==> config.mk <==
export PLATFORM = sky130hd
export DESIGN_NAME = pipe_skid_reg
export DESIGN_NICKNAME = d
export VERILOG_FILES = /design/src/rtl/pipe_skid_reg.sv
export SDC_FILE = /design/constraint.sdc
export NUM_CORES = 1
export LEC_CHECK = 0
export CAP_MARGIN = 25
export CORE_UTILIZATION = 49
export DETAILED_ROUTE_END_ITERATION = 8
export PLACE_DENSITY = 0.91
export SETUP_SLACK_MARGIN = 0.15
export SLEW_MARGIN = 20
export SYNTH_ARGS = -nofsm -noshare
export SYNTH_HDL_FRONTEND = slang
export SYNTH_SLANG_ARGS = --single-unit
==> constraint.sdc <==
create_clock -name clk -period 7.85 [get_ports clk]
set_clock_uncertainty 0.2 [all_clocks]
set_input_delay 1.1775 -clock clk [delete_from_list [all_inputs] [get_ports clk]]
set_output_delay 1.1775 -clock clk [all_outputs]
set_load 0.1 [all_outputs]
==> src/rtl/pipe_skid_reg.sv <==
// pipe_skid_reg: flushable valid/ready pipeline register with a two-entry skid buffer and stall counter
module pipe_skid_reg #(
  parameter int               WIDTH  = 64,
  parameter logic [WIDTH-1:0] BUBBLE = '0,
  parameter int               CNT_W  = 16
) (
  input  logic             clk,
  input  logic             rst_n,
  input  logic             flush_i,
  input  logic             up_valid_i,
  input  logic [WIDTH-1:0] up_data_i,
  output logic             up_ready_o,
  output logic             dn_valid_o,
  output logic [WIDTH-1:0] dn_data_o,
  input  logic             dn_ready_i,
  output logic [1:0]       occ_o,
  output logic [CNT_W-1:0] stall_cnt_o
);
  typedef enum logic [1:0] {EMPTY = 2'd0, BUSY = 2'd1, FULL = 2'd2} state_e;
  state_e state_q, state_d;
  logic [WIDTH-1:0] main_q, main_d, skid_q, skid_d;
  logic [CNT_W-1:0] stall_q, stall_d;
  logic up_fire, dn_fire;
  assign up_ready_o  = state_q != FULL;
  assign dn_valid_o  = state_q != EMPTY;
  assign dn_data_o   = dn_valid_o ? main_q : BUBBLE;
  assign occ_o       = state_q;
  assign stall_cnt_o = stall_q;
  assign up_fire     = up_valid_i & up_ready_o;
  assign dn_fire     = dn_valid_o & dn_ready_i;
  assign stall_d     = (dn_valid_o & ~dn_ready_i & ~&stall_q) ? stall_q + CNT_W'(1) : stall_q;
  // next state and storage updates; flush overrides the handshake outcome
  always_comb begin
    state_d = state_q;
    main_d  = main_q;
    skid_d  = skid_q;
    unique case (state_q)
      EMPTY: if (up_fire) begin state_d = BUSY; main_d = up_data_i; end
      BUSY: begin
        if (up_fire && dn_fire) main_d = up_data_i;
        else if (up_fire) begin state_d = FULL; skid_d = up_data_i; end
        else if (dn_fire) state_d = EMPTY;
      end
      FULL: if (dn_fire) begin state_d = BUSY; main_d = skid_q; end
      default: state_d = EMPTY;
    endcase
    if (flush_i) state_d = EMPTY;
  end
  // occupancy state and stall counter, cleared by reset
  always_ff @(posedge clk) begin
    if (!rst_n) begin
      state_q <= EMPTY;
      stall_q <= '0;
    end else begin
      state_q <= state_d;
      stall_q <= stall_d;
    end
  end
  // payload storage needs no reset: it is only visible while an entry is valid
  always_ff @(posedge clk) begin
    main_q <= main_d;
    skid_q <= skid_d;
  end
endmodule
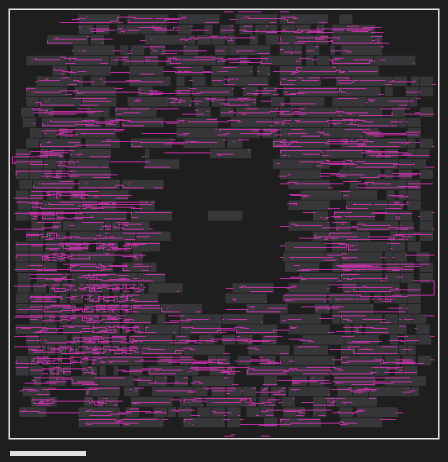
Run 1: met1 routing
Bar = 20 um.
wire length on this layer	5360 um
nets with wire on the layer	548
main direction	horizontal
longest straight run	29.4 um
vias post-DR: 3826
M1 GR Usage: 0.264
Routed WL: 12500 um

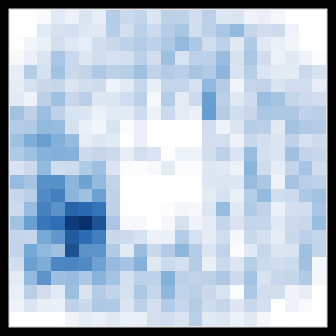
Run 1: signal metal coverage by tile
23 x 23 tiles, from white (low) to dark blue (high), scaled to the fullest tile. Values are wire area over tile area, all layers added.
mean over tiles	0.16
fullest tile	0.67
nearly empty tiles	10%
tiles over half the peak	6.6%
emptiest ninth of the die	middle

==> results.json, run 1 <==
{
  "coreArea_sq_um": 12000,
  "dieHeight_um": 113,
  "n_tap_cell": 147,
  "edf_count": 128,
  "antenna_left": 0,
  "period_minus_slack_ps": 4400,
  "drc": 0,
  "hold_viol": 0,
  "p_int_uw": 1540,
  "reg2reg_slack_ps": 5510,
  "fmax_ghz": 0.227,
  "netlist_area_sq_um": 5990,
  "place.gp.congestion": 0.819,
  "logic_area_sq_um": 1710,
  "clk_latency_ps": 410,
  "comb_power_share": 0.113,
  "crit_path_cell_trace": "or2_2 -> buf_16 -> and2_1 -> clkdlybuf4s50_1",
  "aoi_share": 0.0370,
  "criticalPathCategory": "flip-flop to primary output",
  "wl_met3_um": 830,
  "ys.flops": 146,
  "cp_max_fo": 39,
  "comb_area_frac": 0.205,
  "stdcell_count": 702,
  "synth.most_common_cell": "edfxtp_1",
  "status": "complete, no violations",
  "yosys_most_used_dff": "edfxtp_1",
  "grt_use_met3": 0.0540,
  "cts-buffers-inserted": 17,
  "slowest_delay_ps": 1150,
  "final_core_util": 0.697,
  "post_dp_cell_area_sq_um": 7650,
  "regArea_sq_um": 4200,
  "clockPowerShare": 0.443,
  "reg2reg_depth": 4,
  "ff_count": 146,
  "post_synth_and_or_nand_nor_area_fraction": 0.116
}
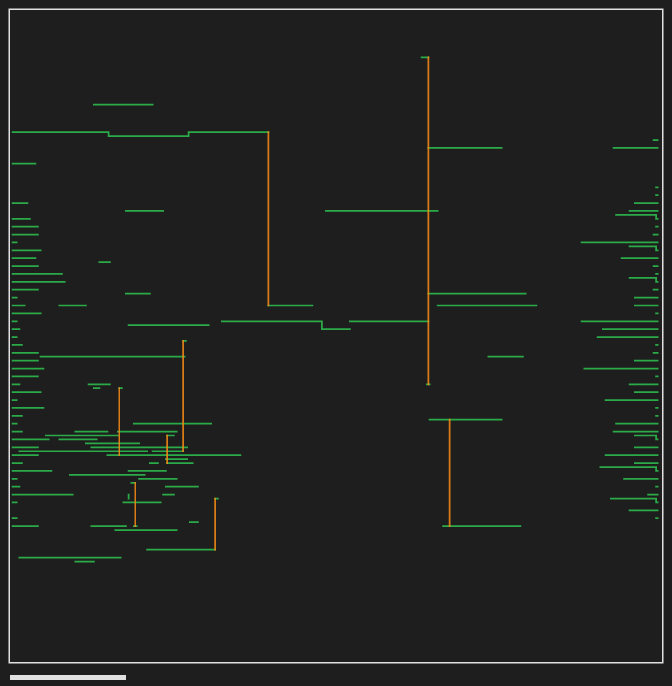
Run 1: routed metal, one color a layer
Bar = 20 um. Two of the layers only.
color	layer	wire length
green	metal 3	830 um
orange	metal 4	156 um
WL/cell: 17.8 um
All-Layer GR Usage: 0.207

==> run 2: changes to the inputs <==
==> constraint.sdc (replaced) <==
create_clock -name clk -period 4.4 [get_ports clk]
set_clock_uncertainty 0.2 [all_clocks]
set_input_delay 0.66 -clock clk [delete_from_list [all_inputs] [get_ports clk]]
set_output_delay 0.66 -clock clk [all_outputs]
set_load 0.1 [all_outputs]
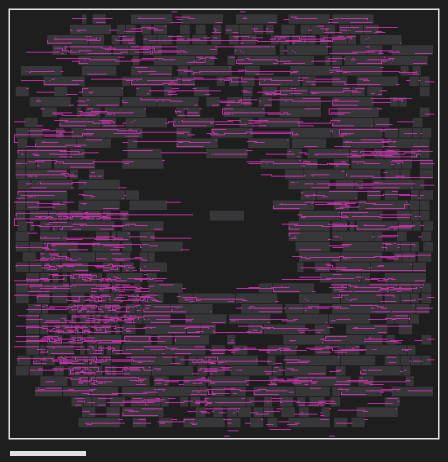
Run 2: met1 routing
Bar = 20 um.
main direction	horizontal
share of all routed wire	42%
nets with wire on the layer	533
longest straight run	29.4 um
vias post-DR: 3780
Routed WL: 11900 um

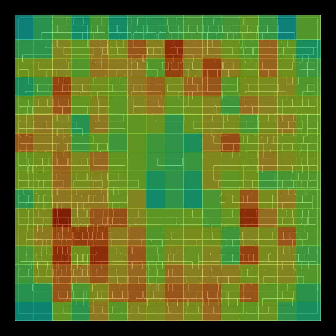
Run 2: routing congestion map
WL/cell: 17.0 um
met3 usage: 0.0610
Final Util: 0.672
met2 GRT Util: 0.322
All-Layer GR Usage: 0.199

==> run 2 against run 1 <==
- sequential power is 79% higher
- largest power group unchanged
- cell area is 3.5% lower
- sequential share of layout area is 1.8 points higher
- area after synthesis stayed put
- via count is 1.2% lower
- power is 62% higher
- clock power is 44% higher
- die size stayed put
- routed wire length is 4.6% lower
- first-iteration DRC count is 0.49% lower
- setup slack worse by 2100 ps
- critical path depth stayed put
==> results.json, run 2 <==
{
  "status": "complete, no violations",
  "hold_viol": 0,
  "path_delay_family": "simple AND/OR/NAND/NOR gates",
  "synth.most_common_cell": "edfxtp_1",
  "n_tap_cell": 147,
  "slew_headroom": 0.320,
  "port_buffers": 152,
  "synthMuxAreaShare": 0.125,
  "nClkBuffers": 26,
  "first_iter_violations": 202,
  "post_cts_buffers": 0,
  "grt_use_met1": 0.245,
  "cap_violations": 0,
  "dieHeight_um": 113,
  "clockPowerShare": 0.391,
  "end_kind": "primary output",
  "ys_cells": 386,
  "p_int_uw": 2450,
  "p_leak_uw": 0.00284,
  "peakVddDrop_v": 0.000263,
  "fmax_ghz": 0.324,
  "edf_count": 128,
  "cts_sinks": 146,
  "period_minus_slack_ps": 3090,
  "reg2reg_slack_ps": 2070,
  "slowest_delay_ps": 560,
  "coreArea_sq_um": 12000,
  "clk_latency_ps": 420,
  "hp-start": "stall_cnt_o[15]$_SDFFE_PN0P_",
  "aoi_share": 0.0370,
  "post_dp_cell_area_sq_um": 7490,
  "tool_warnings": 26,
  "reg2reg_from": "occ_o[0]$_SDFFE_PP0P_",
  "post_synth_and_or_nand_nor_area_fraction": 0.116,
  "wl_met1_um": 4980,
  "cts_resized": 0,
  "place_ws_ps": 1200,
  "logic_area_sq_um": 1710,
  "hpwl_um": 7420,
  "p_comb_uw": 393,
  "drc": 0,
  "cts-buffers-inserted": 17,
  "place.gp.congestion": 0.855,
  "cts_tree": "built",
  "inverters": 5,
  "wl_met3_um": 759,
  "insertedDiodeCount": 0,
  "slew_violations": 0,
  "yosys_most_used_dff": "edfxtp_1",
  "path_buffers": 2,
  "reg2reg_depth": 4,
  "yosys_warnings": 0,
  "comb_area_frac": 0.213,
  "antenna_left": 0,
  "comb_power_share": 0.122,
  "ys_area_sq_um": 5990,
  "postSynthSeqShare": 0.702,
  "netlist_area_sq_um": 5990,
  "cp_max_fo": 34,
  "ff_count": 146,
  "criticalPathCategory": "flip-flop to primary output",
  "stdcell_count": 701,
  "synth_top_cell_by_area": "edfxtp_1",
  "grt_pass1_wl_um": 19200,
  "synth_cell_types": 38,
  "ys_top_cells_by_count": "128 x edfxtp_1, 64 x and2_1, 64 x mux2_2",
  "bufAreaShareNonClock": 0.174,
  "crit_path_cell_trace": "or2_2 -> buf_16 -> and2_1 -> buf_4",
  "grt_max_degree": 66,
  "nets": 611,
  "regArea_sq_um": 4200,
  "rsz0062_at_grt": "false",
  "overflow": 0,
  "ys.flops": 146,
  "avgSynthCellArea_sq_um": 15.5
}
==> run 3: changes to the inputs <==
==> constraint.sdc (replaced) <==
create_clock -name clk -period 3.1 [get_ports clk]
set_clock_uncertainty 0.2 [all_clocks]
set_input_delay 0.465 -clock clk [delete_from_list [all_inputs] [get_ports clk]]
set_output_delay 0.465 -clock clk [all_outputs]
set_load 0.1 [all_outputs]
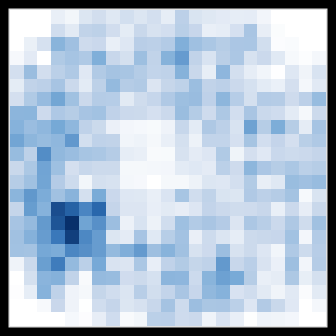
Run 3: signal metal coverage by tile
23 x 23 tiles, from white (low) to dark blue (high), scaled to the fullest tile. Values are wire area over tile area, all layers added.
densest ninth of the die	left middle
fullest tile	0.62
tiles over half the peak	6.6%
nearly empty tiles	6.6%
mean over tiles	0.16

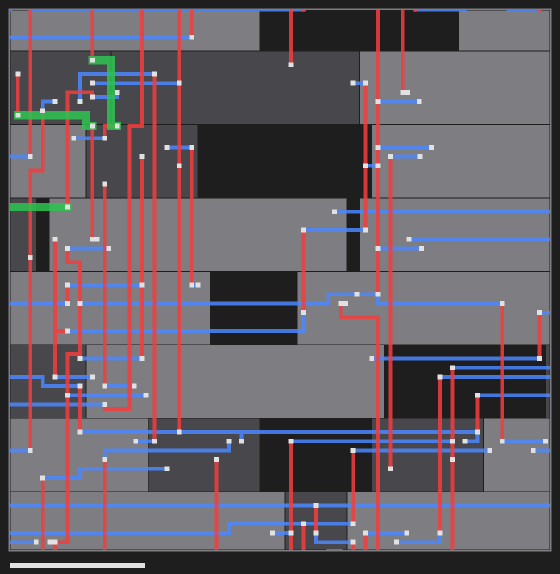
Run 3: a small window of the routed layout
Bar = 5 um. Region (74, 74) to (94, 94) um. Cells in gray, sequential cells in the stronger gray; small squares are vias.
color	layer
green	metal 3
red	metal 2
blue	metal 1
most frequent	edfxtp_1 (10), mux2_2 (4)
cells with their middle in the window	17
sequential cells in the window	10
netlist names of flops here include	main_q (7), skid_q (3)

==> run 3 against run 2 <==
- power is 44% higher
- count of clock-buffer cells in the layout shrank 9
- critical endpoint is now dn_data_o[1]
- setup slack worse by 790 ps
- critical path type unchanged
- final cell count is 0.14% higher
- synthesized cell count is the same
- largest cell class unchanged
==> results.json, run 3 <==
{
  "status": "complete, no violations",
  "synth_top_cell_by_area": "edfxtp_1",
  "p_leak_uw": 0.00306,
  "slew_violations": 0,
  "inverters": 5,
  "post_synth_and_or_nand_nor_area_fraction": 0.116,
  "crit_path_cell_trace": "or2_2 -> buf_4 -> and2_1 -> buf_12",
  "cts_tree": "built",
  "hpwl_um": 8310,
  "wl_met1_um": 5190,
  "grt_pass1_wl_um": 19900,
  "grt_max_degree": 66,
  "port_buffers": 152,
  "ys_cells": 386,
  "netlist_area_sq_um": 5990,
  "clockPowerShare": 0.379,
  "post_dp_cell_area_sq_um": 8300,
  "stdcell_count": 702,
  "synthMuxAreaShare": 0.125,
  "end_kind": "primary output",
  "insertedDiodeCount": 0,
  "reg2reg_from": "occ_o[1]$_SDFFE_PP0P_",
  "final_core_util": 0.738,
  "dieHeight_um": 113,
  "path_buffers": 2,
  "comb_power_share": 0.142,
  "coreArea_sq_um": 12000,
  "grt_use_met3": 0.0524,
  "p_int_uw": 3490,
  "hold_viol": 0,
  "wl_met3_um": 718,
  "p_comb_uw": 663,
  "drc": 0,
  "bufAreaShareNonClock": 0.247,
  "grt_util_met2": 0.366,
  "cap_violations": 0,
  "place_ws_ps": 201,
  "place.gp.congestion": 0.872,
  "yosys_most_used_dff": "edfxtp_1",
  "slew_headroom": 0.525,
  "fmax_ghz": 0.389,
  "peakVddDrop_v": 0.000373,
  "yosys_warnings": 0,
  "vias": 3798,
  "nClkBuffers": 17
}
Power is estimated from default activity; no workload was simulated.
